### Clock network drawn from the DEF

Scale bar: 100 µm.
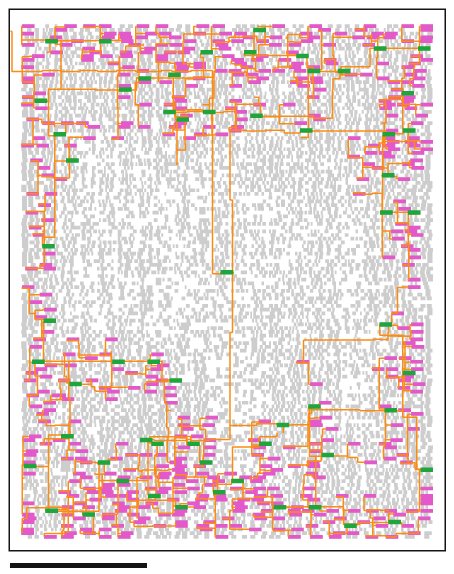
### M4 wires

Cells faint in the background.
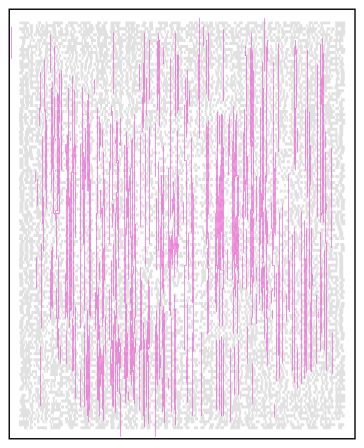
## src/rtl/max_pool_engine_pkg.sv

```systemverilog
// max_pool_engine_pkg: shared FSM state, mode encodings and lane-width helper for the pooling engine.
package max_pool_engine_pkg;
    typedef enum logic [1:0] {IDLE, RUN, FLUSH} state_t;
    typedef enum logic {MODE_S2 = 1'b0, MODE_S1 = 1'b1} mode_t;
    localparam int BASE_WIDTH = 8;
    localparam int LANE_W = BASE_WIDTH * 2;
    function automatic int lane_w(input int data_width);
        return data_width * 2;
    endfunction
endpackage

```

## src/rtl/max_pool_engine_if.sv

```systemverilog
// max_pool_engine_if: control, input-row and output-row handshake bundle for the pooling engine.
interface max_pool_engine_if #(
    parameter int DATA_WIDTH  = 8,
    parameter int NUM_MODULES = 16,
    parameter int ROW_W       = 10
);
    localparam int BW = DATA_WIDTH * 2 * NUM_MODULES;
    logic             start;
    logic             mode;
    logic [ROW_W-1:0] rows_cfg;
    logic             in_valid;
    logic             in_ready;
    logic [BW-1:0]    in_data;
    logic             out_valid;
    logic             out_ready;
    logic [BW-1:0]    out_data;
    logic             out_last;
    logic             busy;
    modport master (
        output start, mode, rows_cfg, in_valid, in_data, out_ready,
        input  in_ready, out_valid, out_data, out_last, busy
    );
    modport slave (
        input  start, mode, rows_cfg, in_valid, in_data, out_ready,
        output in_ready, out_valid, out_data, out_last, busy
    );
endinterface

```

## src/rtl/max2_signed.sv

```systemverilog
// max2_signed: two-input signed maximum, shared by the horizontal and vertical pooling stages.
module max2_signed #(
    parameter int W = 16
) (
    input  logic signed [W-1:0] a,
    input  logic signed [W-1:0] b,
    output logic signed [W-1:0] y
);
    assign y = (a > b) ? a : b;
endmodule

```

## src/rtl/max_pool_engine.sv

```systemverilog
// max_pool_engine: streaming 2x2 max pooling over row beats, stride 2 or stride 1 with edge replication.
module max_pool_engine
    import max_pool_engine_pkg::*;
#(
    parameter int DATA_WIDTH  = 8,
    parameter int NUM_MODULES = 16,
    parameter int ROW_W       = 10
) (
    input logic clk,
    input logic rst_n,
    max_pool_engine_if.slave bus
);
    localparam int LW   = lane_w(DATA_WIDTH);
    localparam int HALF = NUM_MODULES / 2;
    localparam int BW   = LW * NUM_MODULES;

    state_t           state;
    mode_t            mode_r;
    logic [ROW_W-1:0] rows_r;
    logic [ROW_W-1:0] cnt;
    logic [BW-1:0]    linebuf;
    logic [BW-1:0]    out_data;
    logic             out_valid;
    logic             out_last;
    logic [BW-1:0]    h;
    logic [BW-1:0]    v;
    logic             out_free;
    logic             in_fire;
    logic             last_row;

    for (genvar g = 0; g < NUM_MODULES; g++) begin : g_lane
        localparam int A0 = g;
        localparam int A1 = (g == NUM_MODULES - 1) ? g : g + 1;
        localparam int B0 = (2 * g) % NUM_MODULES;
        localparam int B1 = (2 * g + 1) % NUM_MODULES;
        localparam bit UP = (g >= HALF);
        logic signed [LW-1:0] ha, hb, hm;
        assign ha = (mode_r == MODE_S1) ? bus.in_data[A0*LW +: LW] : bus.in_data[B0*LW +: LW];
        assign hb = (mode_r == MODE_S1) ? bus.in_data[A1*LW +: LW] : bus.in_data[B1*LW +: LW];
        max2_signed #(.W(LW)) u_h (.a(ha), .b(hb), .y(hm));
        // Stride-2 only fills the lower half of the output row.
        assign h[g*LW +: LW] = (mode_r == MODE_S2 && UP) ? '0 : hm;
        max2_signed #(.W(LW)) u_v (.a(h[g*LW +: LW]), .b(linebuf[g*LW +: LW]), .y(v[g*LW +: LW]));
    end

    assign out_free      = !out_valid || bus.out_ready;
    assign bus.in_ready  = (state == RUN) && (cnt != rows_r) && out_free;
    assign in_fire       = bus.in_valid && bus.in_ready;
    assign last_row      = (cnt == rows_r - 1'b1);
    assign bus.out_valid = out_valid;
    assign bus.out_data  = out_data;
    assign bus.out_last  = out_last;
    assign bus.busy      = (state != IDLE);

    always_ff @(posedge clk or negedge rst_n) begin
        if (!rst_n) begin
            state     <= IDLE;
            mode_r    <= MODE_S2;
            rows_r    <= '0;
            cnt       <= '0;
            linebuf   <= '0;
            out_data  <= '0;
            out_valid <= 1'b0;
            out_last  <= 1'b0;
        end else begin
            if (bus.out_ready) begin
                out_valid <= 1'b0;
                out_last  <= 1'b0;
            end
            unique case (state)
                IDLE: if (bus.start) begin
                    state   <= RUN;
                    mode_r  <= mode_t'(bus.mode);
                    rows_r  <= (bus.rows_cfg == '0) ? ROW_W'(1) : bus.rows_cfg;
                    cnt     <= '0;
                    linebuf <= '0;
                end
                RUN: begin
                    if (in_fire) begin
                        cnt <= cnt + 1'b1;
                        if (mode_r == MODE_S1) begin
                            linebuf <= h;
                            if (cnt != '0) begin
                                out_valid <= 1'b1;
                                out_data  <= v;
                                out_last  <= 1'b0;
                            end
                            if (last_row) state <= FLUSH;
                        end else if (!cnt[0] && !last_row) begin
                            linebuf <= h;
                        end else begin
                            out_valid <= 1'b1;
                            out_data  <= cnt[0] ? v : h;
                            out_last  <= last_row;
                        end
                    end
                    // Stride-2 frames end once the beat flagged last is taken.
                    if (out_valid && out_last && bus.out_ready) state <= IDLE;
                end
                FLUSH: begin
                    if (out_valid && out_last) begin
                        if (bus.out_ready) state <= IDLE;
                    end else if (out_free) begin
                        out_valid <= 1'b1;
                        out_data  <= linebuf;
                        out_last  <= 1'b1;
                    end
                end
                default: state <= IDLE;
            endcase
        end
    end
endmodule

```

## src/flat_wrapper.sv

```systemverilog
// flat-port wrapper written by rule: the top's interface ports become plain ports
module max_pool_engine_flat import max_pool_engine_pkg::*;
#(
    parameter int DATA_WIDTH  = 8,
    parameter int NUM_MODULES = 16,
    parameter int ROW_W       = 10
)
  (clk, rst_n, bus_start, bus_mode, bus_rows_cfg, bus_in_valid, bus_in_data, bus_out_ready, bus_in_ready, bus_out_valid, bus_out_data, bus_out_last, bus_busy);
  max_pool_engine_if #(.DATA_WIDTH(DATA_WIDTH), .NUM_MODULES(NUM_MODULES), .ROW_W(ROW_W)) bus_i ();
  input logic clk;
  input logic rst_n;
  input wire logic [$bits(bus_i.start)-1:0] bus_start;
  input wire logic [$bits(bus_i.mode)-1:0] bus_mode;
  input wire logic [$bits(bus_i.rows_cfg)-1:0] bus_rows_cfg;
  input wire logic [$bits(bus_i.in_valid)-1:0] bus_in_valid;
  input wire logic [$bits(bus_i.in_data)-1:0] bus_in_data;
  input wire logic [$bits(bus_i.out_ready)-1:0] bus_out_ready;
  output wire logic [$bits(bus_i.in_ready)-1:0] bus_in_ready;
  output wire logic [$bits(bus_i.out_valid)-1:0] bus_out_valid;
  output wire logic [$bits(bus_i.out_data)-1:0] bus_out_data;
  output wire logic [$bits(bus_i.out_last)-1:0] bus_out_last;
  output wire logic [$bits(bus_i.busy)-1:0] bus_busy;
  assign bus_i.start = bus_start;
  assign bus_i.mode = bus_mode;
  assign bus_i.rows_cfg = bus_rows_cfg;
  assign bus_i.in_valid = bus_in_valid;
  assign bus_i.in_data = bus_in_data;
  assign bus_i.out_ready = bus_out_ready;
  assign bus_in_ready = bus_i.in_ready;
  assign bus_out_valid = bus_i.out_valid;
  assign bus_out_data = bus_i.out_data;
  assign bus_out_last = bus_i.out_last;
  assign bus_busy = bus_i.busy;
  max_pool_engine #(.DATA_WIDTH(DATA_WIDTH), .NUM_MODULES(NUM_MODULES), .ROW_W(ROW_W)) u_core (.clk(clk), .rst_n(rst_n), .bus(bus_i));
endmodule
```

## config.mk

```make
export PLATFORM = sky130hd
export DESIGN_NAME = max_pool_engine_flat
export DESIGN_NICKNAME = d
export VERILOG_FILES = /design/src/rtl/max_pool_engine_pkg.sv /design/src/rtl/max_pool_engine_if.sv /design/src/rtl/max2_signed.sv /design/src/rtl/max_pool_engine.sv /design/src/flat_wrapper.sv
export SDC_FILE = /design/constraint.sdc
export NUM_CORES = 2
export LEC_CHECK = 0
export CELL_PAD_IN_SITES_DETAIL_PLACEMENT = 1
export CELL_PAD_IN_SITES_GLOBAL_PLACEMENT = 1
export CORE_AREA = 8 8 309 386
export CTS_CLUSTER_SIZE = 30
export DETAILED_ROUTE_END_ITERATION = 6
export DIE_AREA = 0 0 317 394
export PLACE_DENSITY_LB_ADDON = 0.1
export SLEW_MARGIN = 0
export SYNTH_ARGS = -nofsm -noshare
export SYNTH_HDL_FRONTEND = slang
export SYNTH_SLANG_ARGS = --single-unit
```

## constraint.sdc

```tcl
create_clock -name clk -period 6.6 [get_ports clk]
set_input_delay 1.65 -clock clk [delete_from_list [all_inputs] [get_ports clk]]
set_output_delay 1.65 -clock clk [all_outputs]
set_load 0.005 [all_outputs]
```

==> results_slide.txt <==
Key Metrics from the Run

Final layout
  – MI comb area: 0.02853 mm²
  – Seq area share: 0.2060
  – Largest cell class by area: logic gates
  – Design area: between 0.06 and 0.07 mm²
  – Diodes inserted: 17
  – Nets@finish: around 7,600
  – Fraction of layout cells with a size suffix above 1: 0.2700
  – Inverters: between 400 and 500

Timing
  – Setup violations, final: 1
  – Hold WS: 0.4976 ns
  – Post-route setup slack: -0.01710 ns
  – Post-layout minimum cycle time: between 6 and 7 ns
  – Slew @ Worst Pin: 1.245 ns

Critical path
  – Slowest-stage cell, CP: dlygate4sd2_1
  – Total number of cells along the worst setup path: 24
  – CP Data Required Time: between 7 and 8 ns
  – Worst r2r path cells: 23
  – Buf+Inv Stages, Crit Path: 7

Place
  – HPWL after DPL: 208,100 µm

Pwr
  – Net switching power: about 20 mW
  – Seq pwr share: 0.137
  – Switch share: 0.4803

Min path
  – Worst hold path type: register to register
  – Hold Crit Depth: 1
  – Sink of the worst hold path: u_core.bus.out_data[7]

Global routing
  – Number of global-route vias before repair: between 50,000 and 60,000
  – GR Util All Layers: 0.3960
  – Initial antenna violation count: 34

Yosys
  – Post-synth top area cell: dfrtp_1
  – Cells after synthesis: 5,076
  – Yosys stat cell total: roughly 5,100
  – Top cells by count: 537 x dfrtp_1, 502 x ha_1, 493 x a21oi_1
  – Area share, top type: 0.2999
  – Synth Area per Inst: a little under 9 µm²

Run status
  – Status: finished, violations left
  – Violated checks: setup timing

Floorplanning
  – Num tapcells: about 1,500
  – Die ar.: about 0.12 mm²
  – Die Wd: 317 µm

CTS
  – Num Clock Sinks: about 540
  – CTS H-tree lvls: 2
  – Root Buffer: clkbuf_16
  – Num CTS Buffers: about 61

Routing
  – Iteration-0 DRC count of the detailed router: roughly 4,300
## Picture notes: 'Clock network drawn from the DEF'
[clock wires] orange | length: 8,620 µm
[flip-flops] magenta | count: 537
[clock drivers] green | count: 61
flops lie: widely spread
clock share of power: 0.091
Clk power: 3.84 mW
Worst-Skew Late Latency: 0.71 ns
skew final: 0.03264 ns

## Picture notes: 'M4 wires'
nets with wire on the layer: 312
longest straight run: 181 µm
final wirelength: 257,300 µm
Via Count: 51,030

-- cell families after synthesis --
family,after synthesis,synth area share
AND-OR/OR-AND,1718,0.2672
XOR/XNOR,23,0.004496
adder cells (fa/ha/maj),502,0.1402
buffers and inverters,768,0.07227
flip-flops,537,0.2999
multiplexers,296,0.07087
AND/OR/NAND/NOR,1232,0.1450
-- sequential cells by signal, indices dropped and copies added, names as in the netlist --
register / flops
u_core.bus.out_data: 256
u_core.rows_r: 10
u_core.linebuf: 256
u_core.bus.out_valid: 1
u_core.bus.out_last: 1
u_core.state: 2
u_core.cnt: 10
u_core.mode_r: 1
-- layer usage --
metal  track usage  wire [µm]
met1        0.4549      96570
met2        0.6502     118700
met3       0.07292      18160
met4        0.2976      23730
met5             0        143
Power is estimated from default activity; no workload was simulated.
